## src/rtl/uart_tx_fifo_if.sv

```systemverilog
// Producer-side handshake and status bundle for the buffered UART transmitter.
interface uart_tx_fifo_if #(
  parameter int unsigned data_bits  = 8,
  parameter int unsigned fifo_depth = 4
);
  localparam int unsigned count_w = $clog2(fifo_depth) + 1;

  logic [data_bits-1:0] i_data;
  logic                 i_req;
  logic                 o_cts;
  logic                 o_serial;
  logic                 o_idle;
  logic [count_w-1:0]   o_count;

  modport master (
    output i_data, i_req,
    input  o_cts, o_serial, o_idle, o_count
  );

  modport slave (
    input  i_data, i_req,
    output o_cts, o_serial, o_idle, o_count
  );
endinterface

```

## src/rtl/uart_tx_fifo.sv

```systemverilog
// Buffered UART serializer: byte FIFO feeding a start/data/parity/stop frame FSM.
// Frames are sent back to back while the FIFO holds data; the line idles high.
module uart_tx_fifo #(
  parameter int unsigned cycles_per_bit = 3,
  parameter int unsigned data_bits      = 8,
  parameter int unsigned parity_mode    = 0,
  parameter int unsigned stop_bits      = 1,
  parameter int unsigned fifo_depth     = 4
) (
  input  logic         clock,
  input  logic         i_rst,
  uart_tx_fifo_if.slave bus
);

  localparam int unsigned addr_w  = $clog2(fifo_depth);
  localparam int unsigned count_w = addr_w + 1;
  localparam int unsigned timer_w = (cycles_per_bit > 1) ? $clog2(cycles_per_bit) : 1;
  localparam int unsigned index_w = $clog2(data_bits);
  localparam bit          has_parity = (parity_mode != 0);
  localparam bit          odd_parity = (parity_mode == 2);

  generate
    if (cycles_per_bit < 1 || data_bits < 5 || data_bits > 9 || parity_mode > 2 ||
        (stop_bits != 1 && stop_bits != 2) || fifo_depth < 2 ||
        (fifo_depth & (fifo_depth - 1)) != 0) begin : g_bad_params
      $error("uart_tx_fifo: illegal parameter values");
    end
  endgenerate

  typedef enum logic [2:0] {
    st_idle,
    st_start,
    st_data,
    st_parity,
    st_stop
  } state_t;

  logic [data_bits-1:0] mem [fifo_depth];
  logic [addr_w-1:0]    wr_ptr;
  logic [addr_w-1:0]    rd_ptr;
  logic [count_w-1:0]   count_q;
  logic                 full;
  logic                 push;
  logic                 pop;

  state_t               state_q, state_d;
  logic [timer_w-1:0]   timer_q, timer_d;
  logic [index_w-1:0]   index_q, index_d;
  logic [data_bits-1:0] shift_q, shift_d;
  logic                 par_q, par_d;
  logic                 serial_q, serial_d;
  logic                 last_tick;

  // Acceptance depends on registered occupancy only, so a full FIFO refuses even on a pop edge.
  assign full         = (count_q == count_w'(fifo_depth));
  assign push         = bus.i_req && !full;
  assign bus.o_cts    = !full;
  assign bus.o_count  = count_q;
  assign bus.o_serial = serial_q;
  assign bus.o_idle   = (state_q == st_idle) && (count_q == '0);
  assign last_tick    = (timer_q == timer_w'(cycles_per_bit - 1));

  always_ff @(posedge clock) begin
    if (push) begin
      mem[wr_ptr] <= bus.i_data;
    end
  end

  always_ff @(posedge clock) begin
    if (i_rst) begin
      wr_ptr  <= '0;
      rd_ptr  <= '0;
      count_q <= '0;
    end else begin
      if (push) begin
        wr_ptr <= wr_ptr + addr_w'(1);
      end
      if (pop) begin
        rd_ptr <= rd_ptr + addr_w'(1);
      end
      count_q <= count_q + count_w'(push) - count_w'(pop);
    end
  end

  always_ff @(posedge clock) begin
    if (i_rst) begin
      state_q  <= st_idle;
      timer_q  <= '0;
      index_q  <= '0;
      shift_q  <= '0;
      par_q    <= 1'b0;
      serial_q <= 1'b1;
    end else begin
      state_q  <= state_d;
      timer_q  <= timer_d;
      index_q  <= index_d;
      shift_q  <= shift_d;
      par_q    <= par_d;
      serial_q <= serial_d;
    end
  end

  always_comb begin
    state_d  = state_q;
    timer_d  = timer_q;
    index_d  = index_q;
    shift_d  = shift_q;
    par_d    = par_q;
    pop      = 1'b0;
    serial_d = 1'b1;

    case (state_q)
      st_idle: begin
        pop = (count_q != '0);
      end
      st_start: begin
        if (last_tick) begin
          state_d = st_data;
          timer_d = '0;
          index_d = '0;
        end else begin
          timer_d = timer_q + timer_w'(1);
        end
      end
      st_data: begin
        if (last_tick) begin
          timer_d = '0;
          shift_d = shift_q >> 1;
          if (index_q == index_w'(data_bits - 1)) begin
            index_d = '0;
            state_d = has_parity ? st_parity : st_stop;
          end else begin
            index_d = index_q + index_w'(1);
          end
        end else begin
          timer_d = timer_q + timer_w'(1);
        end
      end
      st_parity: begin
        if (last_tick) begin
          timer_d = '0;
          index_d = '0;
          state_d = st_stop;
        end else begin
          timer_d = timer_q + timer_w'(1);
        end
      end
      st_stop: begin
        if (last_tick) begin
          timer_d = '0;
          if (index_q == index_w'(stop_bits - 1)) begin
            index_d = '0;
            state_d = st_idle;
            pop     = (count_q != '0);
          end else begin
            index_d = index_q + index_w'(1);
          end
        end else begin
          timer_d = timer_q + timer_w'(1);
        end
      end
      default: begin
        state_d = st_idle;
        timer_d = '0;
        index_d = '0;
      end
    endcase

    // A pop from IDLE or the final stop cycle starts the next frame with no gap.
    if (pop) begin
      shift_d = mem[rd_ptr];
      par_d   = (^mem[rd_ptr]) ^ odd_parity;
      state_d = st_start;
      timer_d = '0;
      index_d = '0;
    end

    // The line register takes the value of the bit the FSM is about to present.
    case (state_d)
      st_start:  serial_d = 1'b0;
      st_data:   serial_d = shift_d[0];
      st_parity: serial_d = par_d;
      default:   serial_d = 1'b1;
    endcase
  end

endmodule

```

## src/flat_wrapper.sv

```systemverilog
// flat-port wrapper written by rule: the top's interface ports become plain ports
module uart_tx_fifo_flat 
#(
  parameter int unsigned cycles_per_bit = 3,
  parameter int unsigned data_bits      = 8,
  parameter int unsigned parity_mode    = 0,
  parameter int unsigned stop_bits      = 1,
  parameter int unsigned fifo_depth     = 4
)
  (clock, i_rst, bus_i_data, bus_i_req, bus_o_cts, bus_o_serial, bus_o_idle, bus_o_count);
  uart_tx_fifo_if #(.data_bits(data_bits), .fifo_depth(fifo_depth)) bus_i ();
  input  logic clock;
  input  logic i_rst;
  input wire logic [$bits(bus_i.i_data)-1:0] bus_i_data;
  input wire logic [$bits(bus_i.i_req)-1:0] bus_i_req;
  output wire logic [$bits(bus_i.o_cts)-1:0] bus_o_cts;
  output wire logic [$bits(bus_i.o_serial)-1:0] bus_o_serial;
  output wire logic [$bits(bus_i.o_idle)-1:0] bus_o_idle;
  output wire logic [$bits(bus_i.o_count)-1:0] bus_o_count;
  assign bus_i.i_data = bus_i_data;
  assign bus_i.i_req = bus_i_req;
  assign bus_o_cts = bus_i.o_cts;
  assign bus_o_serial = bus_i.o_serial;
  assign bus_o_idle = bus_i.o_idle;
  assign bus_o_count = bus_i.o_count;
  uart_tx_fifo #(.cycles_per_bit(cycles_per_bit), .data_bits(data_bits), .parity_mode(parity_mode), .stop_bits(stop_bits), .fifo_depth(fifo_depth)) u_core (.clock(clock), .i_rst(i_rst), .bus(bus_i));
endmodule
```

## config.mk

```make
export PLATFORM = sky130hd
export DESIGN_NAME = uart_tx_fifo_flat
export DESIGN_NICKNAME = d
export VERILOG_FILES = /design/src/rtl/uart_tx_fifo_if.sv /design/src/rtl/uart_tx_fifo.sv /design/src/flat_wrapper.sv
export SDC_FILE = /design/constraint.sdc
export NUM_CORES = 1
export LEC_CHECK = 0
export CAP_MARGIN = 15
export CORE_UTILIZATION = 62
export CTS_CLUSTER_SIZE = 8
export DETAILED_ROUTE_END_ITERATION = 8
export GPL_TIMING_DRIVEN = 0
export MAX_ROUTING_LAYER = met4
export PLACE_DENSITY = 0.88
export SLEW_MARGIN = 20
export SYNTH_ARGS = -nofsm -noshare
export SYNTH_HDL_FRONTEND = slang
export SYNTH_SLANG_ARGS = --single-unit
```

## constraint.sdc

```tcl
create_clock -name clock -period 5.8 [get_ports clock]
set_input_delay 0.87 -clock clock [delete_from_list [all_inputs] [get_ports clock]]
set_output_delay 0.87 -clock clock [all_outputs]
set_load 0.1 [all_outputs]
```

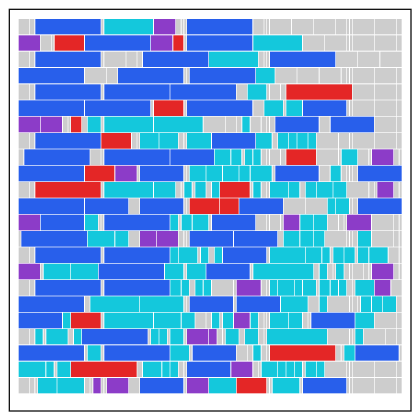
Figure 1: cells colored by class.
Scale: 6 px per um. Fill, decap, tap and diode cells in gray.
combinational and other logic: in cyan, cells 132, share of their area 34%. remaining buffers and delay cells: in purple, cells 24, share of their area 7.2%. sequential cells: in blue, cells 59, share of their area 50%. clock drivers and dummy loads: in red, cells 16, share of their area 8.7%.
Site Rows: 23
Core Area: 4000 um2

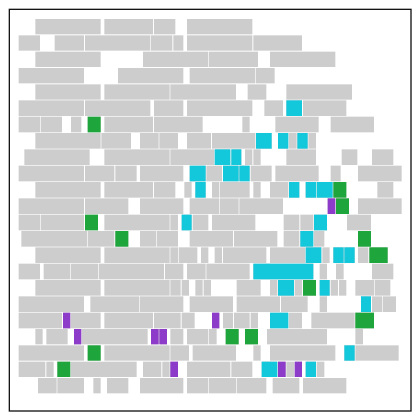
Figure 2: selected gate families.
Scale: 6 px per um.
aoi and oai cells: in cyan, cells 27. and/or cells: in green, cells 13. inv cells: in purple, cells 9.
logic share of the area: 32.3%
highest-count logic cell in the final layout: edfxtp_1
post-layout instance count excluding filler cells: 281

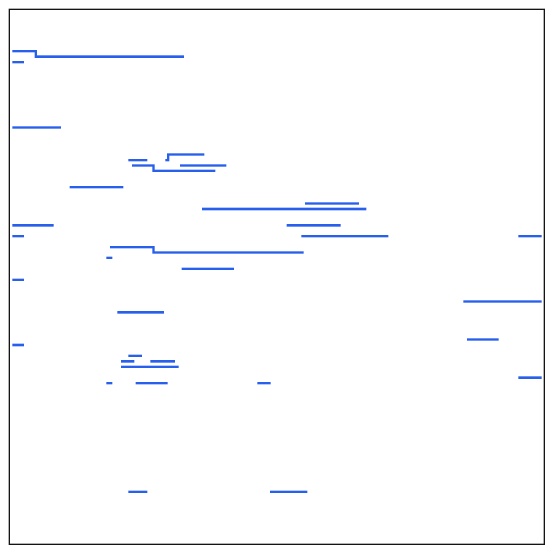
Figure 3: signal wires on met3.
Scale: 8 px per um.
The layer holds 3.9% of the routed length. The wires run mostly horizontal. 25 nets have wire on it. The longest straight run is 20.2 um. The layer carries 190 um of wire.
DRT Wirelength: 4870 um
Vias: 1597
GR Util met3: 6.68%

==> flow_metrics.tcl <==
# implementation run metrics
set metrics [dict create \
    finalSetupViolCount 0 \
    seq_area_frac_synth_pct 57.9 \
    path_depth 3 \
    worst_setup_path_end_kind "primary output" \
    path_buffers 1 \
    num-fill-cells 236 \
    viasPerCell 5.68 \
    holdPathStages 2 \
    grt_setup_unrepaired "false" \
    hold_buffers 0 \
    crit_chain "nor3_1, and2_1, clkdlybuf4s50_1" \
    chipArea_um2 4450 \
    ys_ff 59 \
    synth_cell_types 39 \
    cellLeakagePower_nw 1.12 \
    postRouteAntennaNets 0 \
    drv_slew 0 \
    slowest_delay_ns 1.12 \
    synthCells 200 \
    cts_buffers 9 \
    cp_top_family "buffers and inverters" \
    synth_nets 221 \
    status "finished, final reports clean" \
    h-tree-depth 3 \
    path_max_fanout 5 \
    flop_cell "edfxtp_1" \
    die_w_um 66.7 \
    crit_arrival_ns 2.47 \
    cts_resized 0 \
    wl_per_cell_um 17.3 \
    reg2reg_depth 12 \
    grt_pass1_vias 1577 \
    drive_above_1_share_pct 16.9 \
    grt_max_degree 12 \
    top_usage_layer "met2" \
    fmax_mhz 299 \
    clk_pin_slew_worst_paths_ns 0.07 \
    post-cts-setup-buffers 0 \
    period_used_pct 57.6 \
    tns_ns 0 \
    yosysChipArea_um2 2590 \
    finalNetCount 247 \
    regArea_um2 1500 \
    worst_pin_slew_ns 0.968 \
    grt_use_met2_pct 41.0 \
    async_flop_share_pct 0 \
    min_path_type "register to register" \
    antenna_found_initial 0 \
    power_density_nw_per_um2 562 \
    grt_use_met1_pct 31.2 \
    edf_count 32 \
    startpoint_type "register" \
    portBuffers 15 \
    hpwl_um 3220 \
    io_pins 17 \
    diodes 0 \
    root_buffer "clkbuf_8" \
    drtIter0Drc 95 \
    cpMaxStageDelayCell "clkdlybuf4s50_1" \
    drc 0 \
    syn_area_per_cell_um2 13.0 \
    layout.area.comb_um2 992 \
    warnings 30 \
    grt_overflow_total 0 \
    slew_headroom_pct 35.2 \
    synth_warnings 0 \
    period_minus_slack_ns 3.34 \
    cts_buffer_depth 2 \
    cp.required_ns 4.93 \
    mostFrequentLayoutCells "32 x edfxtp_1, 27 x dfxtp_1, 18 x nor2_1, 15 x clkdlybuf4s50_1, 13 x nand2_1" \
    fin_skew_ns 0.00742 \
    synth_area_um2 2590 \
    yosys-stat-cells 200 \
    grt_use_total_pct 26.4 \
    insertion_delay_ns 0.33 \
    place.gp.congestion 0.796 \
]
-- Yosys cell counts (3+ instances only) --
| master | count | share of area (%) |
|---|---|---|
| edfxtp_1 | 32 | 37 |
| dfxtp_1 | 27 | 21 |
| nor2_1 | 18 | 2.6 |
| nand2_1 | 13 | 1.9 |
| a21oi_1 | 12 | 2.3 |
| xnor2_1 | 11 | 3.7 |
| ha_1 | 9 | 4.3 |
| inv_1 | 9 | 1.3 |
| mux4_2 | 8 | 6.9 |
| a22oi_1 | 7 | 2.0 |
| buf_4 | 5 | 1.4 |
| and2_1 | 4 | 0.96 |
| and3_1 | 4 | 0.96 |
| nor3_1 | 4 | 0.77 |
| mux2i_1 | 3 | 1.2 |
| nand2b_1 | 3 | 0.72 |
-- final cells by class --
| class | instances | area share (%) |
|---|---|---|
| Sequential cell | 59 | 48.9 |
| Multi-Input combinational cell | 123 | 32.3 |
| Timing Repair Buffer | 15 | 4.89 |
| Clock inverter | 7 | 4.52 |
| Clock buffer | 9 | 4.03 |
| Buffer | 9 | 2.20 |
| Tap cell | 50 | 2.04 |
| Inverter | 9 | 1.10 |
-- metal layers --
layer | vias up | share of wire, %
met5 | - | 0
met4 | 0 | 2.3
met3 | 8 | 3.9
met2 | 50 | 51
met1 | 770 | 43
li1 | 769 | -
-- sequential cells by signal, summed over array words and instances, names as in the netlist, named ones only --
signal               flops
u_core.shift_q           8
u_core.wr_ptr            2
u_core.bus.o_serial      1
u_core.state_q           3
u_core.mem              32
u_core.par_q             1
u_core.index_q           3
u_core.timer_q           2
u_core.bus.o_count       3
u_core.rd_ptr            2
-- path summary, 6_finish.rpt --
kind / end / slack, ns / start
worst min register to register: u_core.shift_q[6] / 0.46 / u_core.shift_q[6]
worst min-delay path: u_core.shift_q[6] / 0.46 / u_core.shift_q[6]
worst max-delay path: bus_o_idle / 2.46 / u_core.bus.o_count[1]
worst max register to register: u_core.bus.o_count[2] / 2.83 / u_core.index_q[0]
-- cells by family (layout without fill, tap and decap cells) --
family                     count (synthesis)  count (layout)  synth area share (%)
and+or+nand+nor                           59              59                  12.4
AOI/OAI and AO/OA                         29              29                  7.76
DFF                                       59              59                  57.9
buffers and inverters                     18              49                  3.91
muxes                                     12              12                  8.53
xor gates and xnor gates                  13              13                  4.39
adders and majority gates                 10              10                  5.11
-- stage by stage --
| step | std cells | area [um2] | setup slack [ns] |
|---|---|---|---|
| floorplan | 200 | 2590 | 2.08 |
| global placement | 265 | 2810 | 2.83 |
| detailed placement | 265 | 2810 | 2.80 |
| CTS | 281 | 3070 | 2.43 |
| global route | 281 | 3070 | 2.36 |
| finish | 281 | 3070 | 2.46 |
-- where the power goes --
part           switching, mW  total [mW]  internal, mW  leakage [nW]
clock                  0.165       0.494         0.329         0.134
sequential            0.0401       0.564         0.524         0.515
combinational          0.401       0.669         0.268         0.472
-- worst reg2reg max path: cells and delay by family (launching register included) --
family,cells,cell delay (ns)
AND/OR/NAND/NOR,2,0.20
adder cells (fa/ha/maj),4,0.93
XOR/XNOR,2,0.33
buffers and inverters,3,0.37
flip-flops,1,0.33
AND-OR/OR-AND,1,0.69
No activity file was given, so power comes from the tool's default toggle rates.
